Figure 1. Sizing map (run 1).
The bar under the picture is 20 um long.
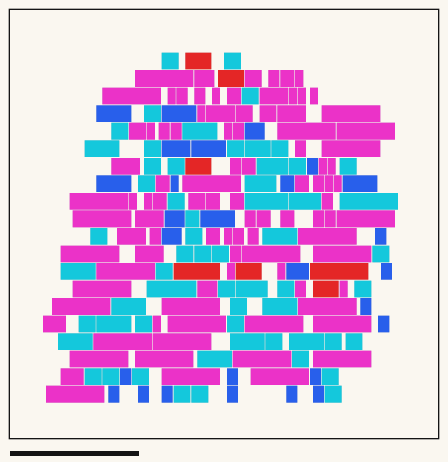
Figure 2. Sequential cells coloured by netlist name (run 1).
Other sequential cells in the stronger grey, the rest of the logic in the fainter grey.
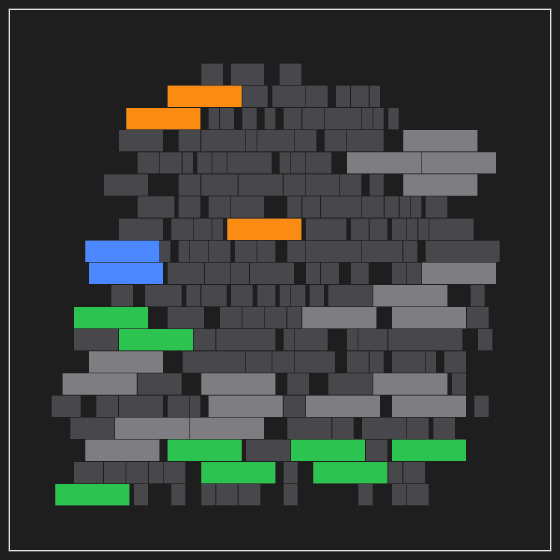
Figure 3. Routed clock nets over the placement (run 1).
The bar under the picture is 20 um long.
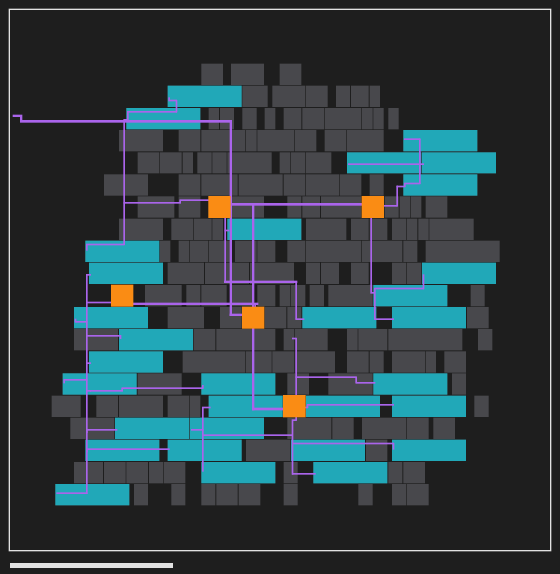
--- config.mk ---
export PLATFORM = sky130hd
export DESIGN_NAME = serial_paralelo_phy_rx_param
export DESIGN_NICKNAME = d
export VERILOG_FILES = /design/src/rtl/sp_phy_pkg.sv /design/src/rtl/sp_comma_detect.sv /design/src/rtl/serial_paralelo_phy_rx_param.sv
export SDC_FILE = /design/constraint.sdc
export NUM_CORES = 1
export LEC_CHECK = 0
export CAP_MARGIN = 20
export CORE_MARGIN = 5
export CORE_UTILIZATION = 48
export DETAILED_ROUTE_END_ITERATION = 16
export PLACE_DENSITY = 0.75
export SETUP_SLACK_MARGIN = 0.5
export SYNTH_ARGS = -nofsm -noshare
export SYNTH_HDL_FRONTEND = slang
export SYNTH_HIERARCHICAL = 1
export SYNTH_SLANG_ARGS = --single-unit
--- constraint.sdc ---
create_clock -name clk_32f -period 1.8 [get_ports clk_32f]
set_clock_uncertainty 0.05 [all_clocks]
set_input_delay 0.36 -clock clk_32f [delete_from_list [all_inputs] [get_ports clk_32f]]
set_output_delay 0.36 -clock clk_32f [all_outputs]
set_load 0.01 [all_outputs]
--- src/rtl/sp_phy_pkg.sv ---
// Purpose : shared constants for the phy rx serial-to-parallel deserialiser.
// Latency : n/a (package only).
// Backpr. : n/a (package only).
//
// Contents: FSM state encoding, default comma and lock/loss thresholds, and a
// helper that sizes a counter able to hold 0..max_val.
package sp_phy_pkg;

    localparam logic [1:0] ST_HUNT   = 2'd0;
    localparam logic [1:0] ST_ALIGN  = 2'd1;
    localparam logic [1:0] ST_LOCKED = 2'd2;

    localparam logic [7:0] DEF_COMMA      = 8'hBC;
    localparam int         DEF_LOCK_COUNT = 4;
    localparam int         DEF_LOSS_COUNT = 2;

    // Bits needed to count from 0 up to and including max_val (at least 1).
    function automatic int cnt_w(input int max_val);
        return (max_val < 1) ? 1 : $clog2(max_val + 1);
    endfunction

endpackage

--- src/rtl/sp_comma_detect.sv ---
// Purpose : serial-in shift register with comma comparator for the rx deserialiser.
// Latency : o_shift_q updates on the edge that samples i_data; o_match is combinational on o_shift_q.
// Backpr. : none -- exactly one bit is accepted every clk_32f cycle.
//
// Ports:
//   clk_32f   in   bit clock, rising edge
//   reset_L   in   asynchronous active-low reset
//   i_data    in   serial bit, MSB of each symbol first
//   o_shift_q out  last WIDTH received bits, newest in bit 0
//   o_match   out  o_shift_q equals COMMA
module sp_comma_detect
    import sp_phy_pkg::*;
#(
    parameter int               WIDTH = 8,
    parameter logic [WIDTH-1:0] COMMA = WIDTH'(DEF_COMMA)
) (
    input  logic             clk_32f,
    input  logic             reset_L,
    input  logic             i_data,
    output logic [WIDTH-1:0] o_shift_q,
    output logic             o_match
);

    logic [WIDTH-1:0] r_shift_q;

    always_ff @(posedge clk_32f or negedge reset_L) begin
        if (!reset_L) begin
            r_shift_q <= '0;
        end else begin
            r_shift_q <= {r_shift_q[WIDTH-2:0], i_data};
        end
    end

    assign o_shift_q = r_shift_q;
    assign o_match   = (r_shift_q == COMMA);

endmodule

--- src/rtl/serial_paralelo_phy_rx_param.sv ---
// Purpose : phy rx deserialiser -- comma alignment, N-comma lock acquisition, loss-of-sync detection.
// Latency : last bit of a symbol enters the shifter at edge t; data_out/data_valid update at edge t+1.
// Backpr. : none -- free-running bit stream; data_valid is a one-cycle strobe with no ready.
//
// Optional feature macro: SP_ERR_CNT_EN adds parameter ERR_W and output err_count,
// a saturating count of off-boundary commas seen in ALIGN or LOCKED.
//
// Ports:
//   clk_32f    in   bit clock, rising edge
//   reset_L    in   asynchronous active-low reset
//   data_in    in   serial bit stream, MSB first
//   data_out   out  last captured aligned symbol
//   data_valid out  one-cycle pulse when data_out updates
//   comma_det  out  captured symbol equals COMMA
//   active     out  high while LOCKED
//   idle_out   out  active and captured symbol is not COMMA
//   sync_lost  out  one-cycle pulse on LOCKED -> HUNT
//   err_count  out  (SP_ERR_CNT_EN only) off-boundary comma count
module serial_paralelo_phy_rx_param
    import sp_phy_pkg::*;
#(
    parameter int               WIDTH      = 8,
    parameter logic [WIDTH-1:0] COMMA      = WIDTH'(DEF_COMMA),
    parameter int               LOCK_COUNT = DEF_LOCK_COUNT,
    parameter int               LOSS_COUNT = DEF_LOSS_COUNT
`ifdef SP_ERR_CNT_EN
   ,parameter int               ERR_W      = 8
`endif
) (
    input  logic             clk_32f,
    input  logic             reset_L,
    input  logic             data_in,
    output logic [WIDTH-1:0] data_out,
    output logic             data_valid,
    output logic             comma_det,
    output logic             active,
    output logic             idle_out,
    output logic             sync_lost
`ifdef SP_ERR_CNT_EN
   ,output logic [ERR_W-1:0] err_count
`endif
);

    localparam int               BIT_W    = $clog2(WIDTH);
    localparam int               CC_W     = cnt_w(LOCK_COUNT);
    localparam int               BC_W     = cnt_w(LOSS_COUNT);
    localparam logic [BIT_W-1:0] LAST_BIT = BIT_W'(WIDTH - 1);

    logic [WIDTH-1:0] w_shift_q;
    logic             w_match;
    logic             w_boundary;

    logic [1:0]       r_state;
    logic [BIT_W-1:0] r_bit_cnt;
    logic [CC_W-1:0]  r_comma_cnt;
    logic [BC_W-1:0]  r_bad_cnt;
    logic             r_active;
    logic             r_sync_lost;
    logic             r_data_valid;
    logic [WIDTH-1:0] r_data_out;
    logic             r_comma_det;
    logic             r_idle;

    logic [1:0]       w_state_nxt;
    logic [BIT_W-1:0] w_bit_cnt_nxt;
    logic [CC_W-1:0]  w_comma_cnt_nxt;
    logic [BC_W-1:0]  w_bad_cnt_nxt;
    logic             w_active_nxt;
    logic             w_capture;
    logic             w_sync_lost;

    sp_comma_detect #(
        .WIDTH (WIDTH),
        .COMMA (COMMA)
    ) u_comma_detect (
        .clk_32f   (clk_32f),
        .reset_L   (reset_L),
        .i_data    (data_in),
        .o_shift_q (w_shift_q),
        .o_match   (w_match)
    );

    assign w_boundary = (r_bit_cnt == LAST_BIT);

    always_comb begin
        w_state_nxt     = r_state;
        w_bit_cnt_nxt   = r_bit_cnt;
        w_comma_cnt_nxt = r_comma_cnt;
        w_bad_cnt_nxt   = r_bad_cnt;
        w_active_nxt    = r_active;
        w_capture       = 1'b0;
        w_sync_lost     = 1'b0;

        case (r_state)
            ST_HUNT: begin
                // Bit counter is frozen here; the first comma anchors the grid.
                if (w_match) begin
                    w_capture       = 1'b1;
                    w_bit_cnt_nxt   = '0;
                    w_comma_cnt_nxt = CC_W'(1);
                    if (LOCK_COUNT == 1) begin
                        w_state_nxt  = ST_LOCKED;
                        w_active_nxt = 1'b1;
                    end else begin
                        w_state_nxt  = ST_ALIGN;
                    end
                end
            end

            ST_ALIGN: begin
                w_bit_cnt_nxt = w_boundary ? '0 : r_bit_cnt + 1'b1;
                if (w_boundary) begin
                    w_capture = 1'b1;
                    if (w_match) begin
                        w_comma_cnt_nxt = r_comma_cnt + 1'b1;
                        if (int'(r_comma_cnt) + 1 >= LOCK_COUNT) begin
                            w_state_nxt  = ST_LOCKED;
                            w_active_nxt = 1'b1;
                        end
                    end
                end else if (w_match) begin
                    // Comma off the current grid: re-anchor on it and restart acquisition.
                    w_capture       = 1'b1;
                    w_bit_cnt_nxt   = '0;
                    w_comma_cnt_nxt = CC_W'(1);
                end
            end

            ST_LOCKED: begin
                w_bit_cnt_nxt = w_boundary ? '0 : r_bit_cnt + 1'b1;
                if (w_boundary) begin
                    w_capture = 1'b1;
                    if (w_match) begin
                        w_bad_cnt_nxt = '0;
                    end
                end else if (w_match) begin
                    // Misaligned comma is not captured; enough of them drop the lock.
                    // HUNT re-detects on a later match, never on this edge.
                    if (int'(r_bad_cnt) + 1 >= LOSS_COUNT) begin
                        w_state_nxt     = ST_HUNT;
                        w_active_nxt    = 1'b0;
                        w_sync_lost     = 1'b1;
                        w_comma_cnt_nxt = '0;
                        w_bad_cnt_nxt   = '0;
                    end else begin
                        w_bad_cnt_nxt   = r_bad_cnt + 1'b1;
                    end
                end
            end

            default: begin
                w_state_nxt  = ST_HUNT;
                w_active_nxt = 1'b0;
            end
        endcase
    end

    always_ff @(posedge clk_32f or negedge reset_L) begin
        if (!reset_L) begin
            r_state      <= ST_HUNT;
            r_bit_cnt    <= '0;
            r_comma_cnt  <= '0;
            r_bad_cnt    <= '0;
            r_active     <= 1'b0;
            r_sync_lost  <= 1'b0;
            r_data_valid <= 1'b0;
            r_data_out   <= '0;
            r_comma_det  <= 1'b0;
            r_idle       <= 1'b0;
        end else begin
            r_state      <= w_state_nxt;
            r_bit_cnt    <= w_bit_cnt_nxt;
            r_comma_cnt  <= w_comma_cnt_nxt;
            r_bad_cnt    <= w_bad_cnt_nxt;
            r_active     <= w_active_nxt;
            r_sync_lost  <= w_sync_lost;
            r_data_valid <= w_capture;
            // comma_det/idle_out only move on capture edges; idle uses the
            // active value being written on this same edge.
            if (w_capture) begin
                r_data_out  <= w_shift_q;
                r_comma_det <= w_match;
                r_idle      <= w_active_nxt & ~w_match;
            end
        end
    end

    assign data_out   = r_data_out;
    assign data_valid = r_data_valid;
    assign comma_det  = r_comma_det;
    assign active     = r_active;
    assign idle_out   = r_idle;
    assign sync_lost  = r_sync_lost;

`ifdef SP_ERR_CNT_EN
    logic             w_off_match;
    logic [ERR_W-1:0] r_err_count;

    assign w_off_match = w_match && !w_boundary &&
                         ((r_state == ST_ALIGN) || (r_state == ST_LOCKED));

    always_ff @(posedge clk_32f or negedge reset_L) begin
        if (!reset_L) begin
            r_err_count <= '0;
        end else if (w_off_match && (r_err_count != '1)) begin
            r_err_count <= r_err_count + 1'b1;
        end
    end

    assign err_count = r_err_count;
`endif

endmodule

==> flow_summary.toml, run 1 <==
# generated from flow reports
[routing]
wl_per_cell_um = 14.8
routed_wl_mm = 3.44
viasPerCell = 5.27
drc = 0
met3RoutedLength_um = 190
drt_iter0_markers = 68

[layout]
drive_gt1_frac = 0.492
n_antenna_cell = 0
nMultiInputCombCells = 86
num-nonclk-inverters = 9
fin_nets = 201
nClkBuffers = 6
nFillCells = 218
ff_count = 31
largestClassByArea = "logic gates"
buf_share = 0.203

[clocking]
cts.clk_slew.worst_paths_ps = 100
hold_buffers = 0
h-tree-depth = 2
cts_tree = "yes"
cts_root_buffer = "clkbuf_4"
clockBufferDepth = 2

[global_routing]
grt_max_degree = 32
grt-ovfl-total = 0
use_met2 = 0.270
antenna_found_initial = 0

[power]
peakVddDrop_mv = 0.557
finalPower_w = 0.00179
powerDensity_nw_per_um2 = 837

[timing]
worst_slack_ps = -138
max_clock_freq_mhz = 516
period_used_share = 1.08
slew_violations = 0
slew_headroom = 0.748
setup_viol = 9
rsz0062_at_grt = "true"

[synth]
synth.top_cell.area_share = 0.508
ys_async_sr_fraction = 1.00
ys_seq_share = 0.508
top_area_cell = "dfrtp_1"
syn_area_per_cell_sq_um = 11.7
synthCells = 131

[status]
status = "finished, violations left"
violations = "negative setup slack"

[setup_path]
critPathTopFamily = "AND-OR/OR-AND gates"
cp-start-kind = "flip-flop"
worstSetupPathType = "flip-flop to flip-flop"
path_buffers = 3
critical_path_arrival_ps = 2150
worstPathMaxFanout = 6
slowest_delay_ps = 390
crit_required_ps = 2010

[floorplanning]
rows = 20
die_h_um = 66.4
dieArea_sq_um = 4410
tap_cells = 44
fp.coreArea_sq_um = 3050

[worst_hold_path]
hold_path_class = "input port to asynchronous set/reset pin"
-- Figure 1 (at the start) --
| size | colour | cells | most used |
|---|---|---|---|
| x1 and smaller | magenta | 96 | dfrtp_1 |
| x2 | blue | 27 | buf_2 |
| x6 and larger | red | 7 | buf_6 |
| x3 and x4 | cyan | 59 | buf_4 |
synthesis-to-layout area growth: 40.4%
fin area: 2140 sq um
setup ws final: -138 ps
Signal buffers: 55

-- Figure 2 (at the start) --
| signal | colour | flops |
|---|---|---|
| data_out | green | 8 |
| r_state | blue | 2 |
| r_comma_cnt | orange | 3 |
Storage cell area: 776 sq um
Seq/total area: 0.362
Util after Layout: 0.702
Seq group: 0.000785 W

-- Figure 3 (at the start) --
[clock-net drivers] orange | count: 5
[flip-flops] cyan | count: 31
[clock wires] purple | length: 387 um
routed clock nets: 6
clock network power: 0.000393 W
Clock Power Share: 0.219
Late-Pin Clk Latency: 330 ps

## run 1: flip-flops by register name, indices dropped and copies added (netlist names), 2 cells and up
register and count:
data_out 8, r_bit_cnt 3, u_comma_detect/o_shift_q 8, r_comma_cnt 3, r_bad_cnt 2, r_state 2
## run 1: synth_stat cells (all sizes together), types with 2 or more instances
cell type and instances:
buf 5, o21ai 15, mux2 10, nor2b 3, nor2 4, nand3 2
inv 9, a21oi 5, a31oi 4, dfrtp 31, nand2b 5, a21o 2
nand3b 2, ha 10, nand2 10
## run 1: cells by family (layout without fill, tap and decap cells)
group           Yosys count  after routing  synth area share
buf+inv                  14             72            0.0484
compound gates           33             33             0.146
simple gates             33             33             0.125
fa+ha+maj                10             10            0.0820
mux                      10             10            0.0910
flops                    31             31             0.508
## run 1: power by group
part | switching, W | total (W) | internal [W]
combinational | 0.000301 | 0.000615 | 0.000314
sequential | 0.0000357 | 0.000785 | 0.000749
clock | 0.000243 | 0.000393 | 0.000151
total | 0.000580 | 0.00179 | 0.00121
## run 1: worst paths after layout
path	start	end	slack (ps)	depth (start not counted)
worst max-delay path	u_comma_detect/o_shift_q[6]	active	-140	9
worst min-delay path	reset_L	data_out[4]	350	2
worst max register to register	u_comma_detect/o_shift_q[6]	active	-140	9
worst min register to register	u_comma_detect/o_shift_q[2]	u_comma_detect/o_shift_q[3]	370	0
max in group asynchronous	reset_L	r_bit_cnt[0]	1060	2
min in group clk_32f	u_comma_detect/o_shift_q[2]	u_comma_detect/o_shift_q[3]	370	0
## run 1: metrics by stage
step	std cells	setup slack, ps	TNS [ps]
CTS	226	-151	-1490
finish	233	-138	-569
global route	233	-184	-1890
detailed placement	201	-152	-782
floorplan	131	3.68	0
global placement	201	-36.9	-62.3
Figure 4. Gate-type map (run 1).
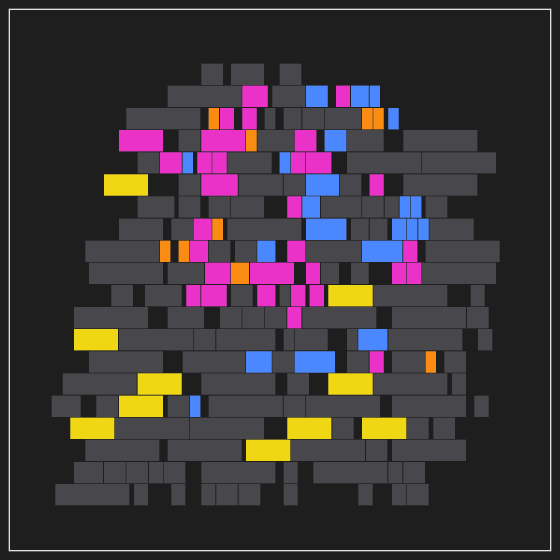

==> inputs of run 2 (changes only) <==
- GPL_TIMING_DRIVEN: not set -> 0
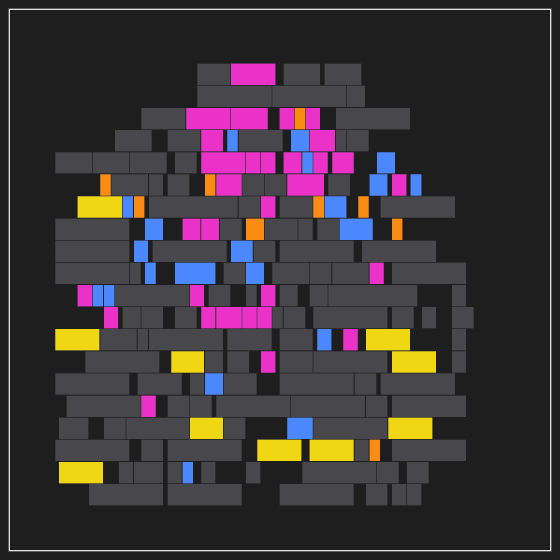
Figure 5: run 2, gate-type map.
| family | colour | cells |
|---|---|---|
| aoi and oai cells | magenta | 31 |
| inv cells | orange | 9 |
| nand cells | blue | 21 |
| mux cells | yellow | 10 |
combinational fraction of the cell area: 0.353
most common logic cell in the routed design: dfrtp_1
fin cells: 225

==> run 2 against run 1 <==
  * The run still ends with negative setup slack left
  * Critical path depth is 1 lower
  * First-iteration DRC count shrank 2.9%
  * Sequential share of layout area up 1.5 points
  * Total power grew 9.1%
  * Hold slack better by 17 ps
  * Final cell count decreased by 3.4%
  * Synthesized cell count stayed put
  * Via count shrank 2.4%
  * Synthesized area unchanged
  * Combinational power is about 20% lower
  * Critical endpoint is now r_comma_cnt[2]
  * Largest cell class is now sequential cells
  * Largest power group unchanged
  * Highest routed layer unchanged
==> flow_summary.toml, run 2 <==
# generated from flow reports
[status]
status = "finished, violations left"
violations = "negative setup slack"

[layout]
num-nonclk-inverters = 9
largestClassByArea = "sequential cells"
ff_count = 31
nClkBuffers = 6
seq-cell-share = 0.377
syn2layout_area_growth_pct = 34.9
nFillCells = 226
nMultiInputCombCells = 86
buf_share = 0.177
n_antenna_cell = 0
final-seq-area_sq_um = 776
fin_nets = 193
drive_gt1_frac = 0.431

[synth]
synthCells = 131
yosys-top-cells-count = "31 x dfrtp_1, 10 x ha_1, 10 x nand2_1, 10 x o21ai_0"
syn_area_per_cell_sq_um = 11.7
top_area_cell = "dfrtp_1"
top_cell = "dfrtp_1"
ys_async_sr_fraction = 1.00
synth.top_cell.area_share = 0.508
ys_seq_share = 0.508
netlist-cell-type-count = 37
synthesis.area_sq_um = 1530

[setup_path]
ff2ff_setup_slack_ps = -70
end_kind = "flip-flop"
crit-reg2reg-launch = "u_comma_detect/o_shift_q[6]"
slowest_delay_ps = 390
crit_required_ps = 1970
cp-start-kind = "flip-flop"
crit_start = "u_comma_detect/o_shift_q[6]"
critical_path_arrival_ps = 2040
worstPathMaxFanout = 5
path_buffers = 2
critPathTopFamily = "AND-OR/OR-AND gates"
worstSetupPathType = "flip-flop to flip-flop"

[routing]
wl_per_cell_um = 15.7
num_vias = 1200
viasPerCell = 5.33
routed_wl_mm = 3.54
drc = 0
drt_iter0_markers = 66

[clocking]
cts.sinks = 31
h-tree-depth = 2
clockBufferDepth = 2
cts_tree = "yes"
clk_latency_ps = 340
cts.clk_slew.worst_paths_ps = 100
cts_root_buffer = "clkbuf_4"

[timing]
setup_viol = 14
rsz0062_at_grt = "true"
fin_tns_setup_ps = -664
slew_headroom = 0.423
min_period_ps = 1870
slew_violations = 0
period_used_share = 1.04
worst_slack_ps = -70.8
max_clock_freq_mhz = 535

[place]
dp_slack_ps = -197
placed_cell_area_sq_um = 1770
numPortBuffers = 15

[power]
peakVddDrop_mv = 0.765
powerDensity_nw_per_um2 = 950
power.leakage_nw = 1.02

[floorplanning]
fp.coreArea_sq_um = 3050
tap_cells = 44
die_h_um = 66.4
dieArea_sq_um = 4410
die_w_um = 66.4
rows = 20

[global_routing]
antenna_found_initial = 0
grt_max_degree = 19
grt-ovfl-total = 0
grt_usage = 0.180

[worst_hold_path]
min_from = "u_comma_detect/o_shift_q[2]"
hold_path_class = "flip-flop to flip-flop"

[job]
maxCapViolations = 0
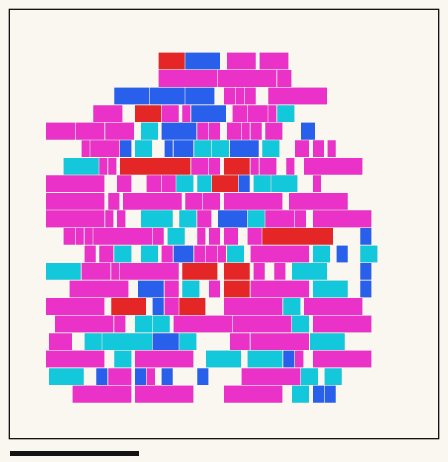
Figure 6: run 2, sizing map.
The bar under the picture is 20 um long.
| size | colour | cells | most used |
|---|---|---|---|
| x3 and x4 | cyan | 39 | buf_4 |
| x2 | blue | 28 | buf_2 |
| x6 and larger | red | 11 | buf_6 |
| x1 and smaller | magenta | 103 | dfrtp_1 |
Signal buffers: 47
fin area: 2060 sq um
setup ws final: -70.8 ps

## run 2: report_power, final
part	internal (W)	total, W	leakage [nW]	switching [W]
Sequential	0.000749	0.000790	0.409	0.0000409
Clock	0.000433	0.000673	0.0525	0.000240
Combinational	0.000221	0.000494	0.557	0.000272
## run 2: final timing paths
path                                               end  depth (start not counted)
max                                     r_comma_cnt[2]                          8
min                        u_comma_detect/o_shift_q[3]                          0
max reg2reg                             r_comma_cnt[2]                          8
min reg2reg                u_comma_detect/o_shift_q[3]                          0
max in group asynchronous                   data_valid                          2
min in group asynchronous                  data_out[3]                          1
## run 2: stage by stage
stage,util,cells,hold slack (ps),power (W)
4_1_cts,0.649,218,370,0.00192
5_1_grt,0.675,225,377,0.00205
6_report,0.675,225,371,0.00196
3_5_place_dp,0.579,191,339,0.00122
3_3_place_gp,0.574,190,326,0.00119
2_1_floorplan,-,131,14.4,0.00108
## run 2: kinds of logic (layout without fill, tap and decap cells)
family,after synthesis,count (layout),synth area share
AND-OR/OR-AND,33,33,0.146
flip-flops,31,31,0.508
AND/OR/NAND/NOR,33,33,0.125
multiplexers,10,10,0.0910
buffers and inverters,14,64,0.0484
adder cells (fa/ha/maj),10,10,0.0820
## run 2: layer usage
layer / vias to the layer above / track usage / part of all wire
met4: 0 / 0.0838 / 0.025
met3: 12 / 0.0595 / 0.048
li1: 563 / - / -
met1: 586 / 0.206 / 0.41
met2: 39 / 0.302 / 0.52
met5: - / 0 / 0
## run 2: timing repair
action,4_1_cts,5_1_grt
gates resized,60,9
pin swaps,7,6
hold buffers,0,0
endpoints found under the hold margin,0,0
setup endpoints to repair,36,34
cloned,0,1
buffers inserted,19,6
No activity file was given, so power comes from the tool's default toggle rates.
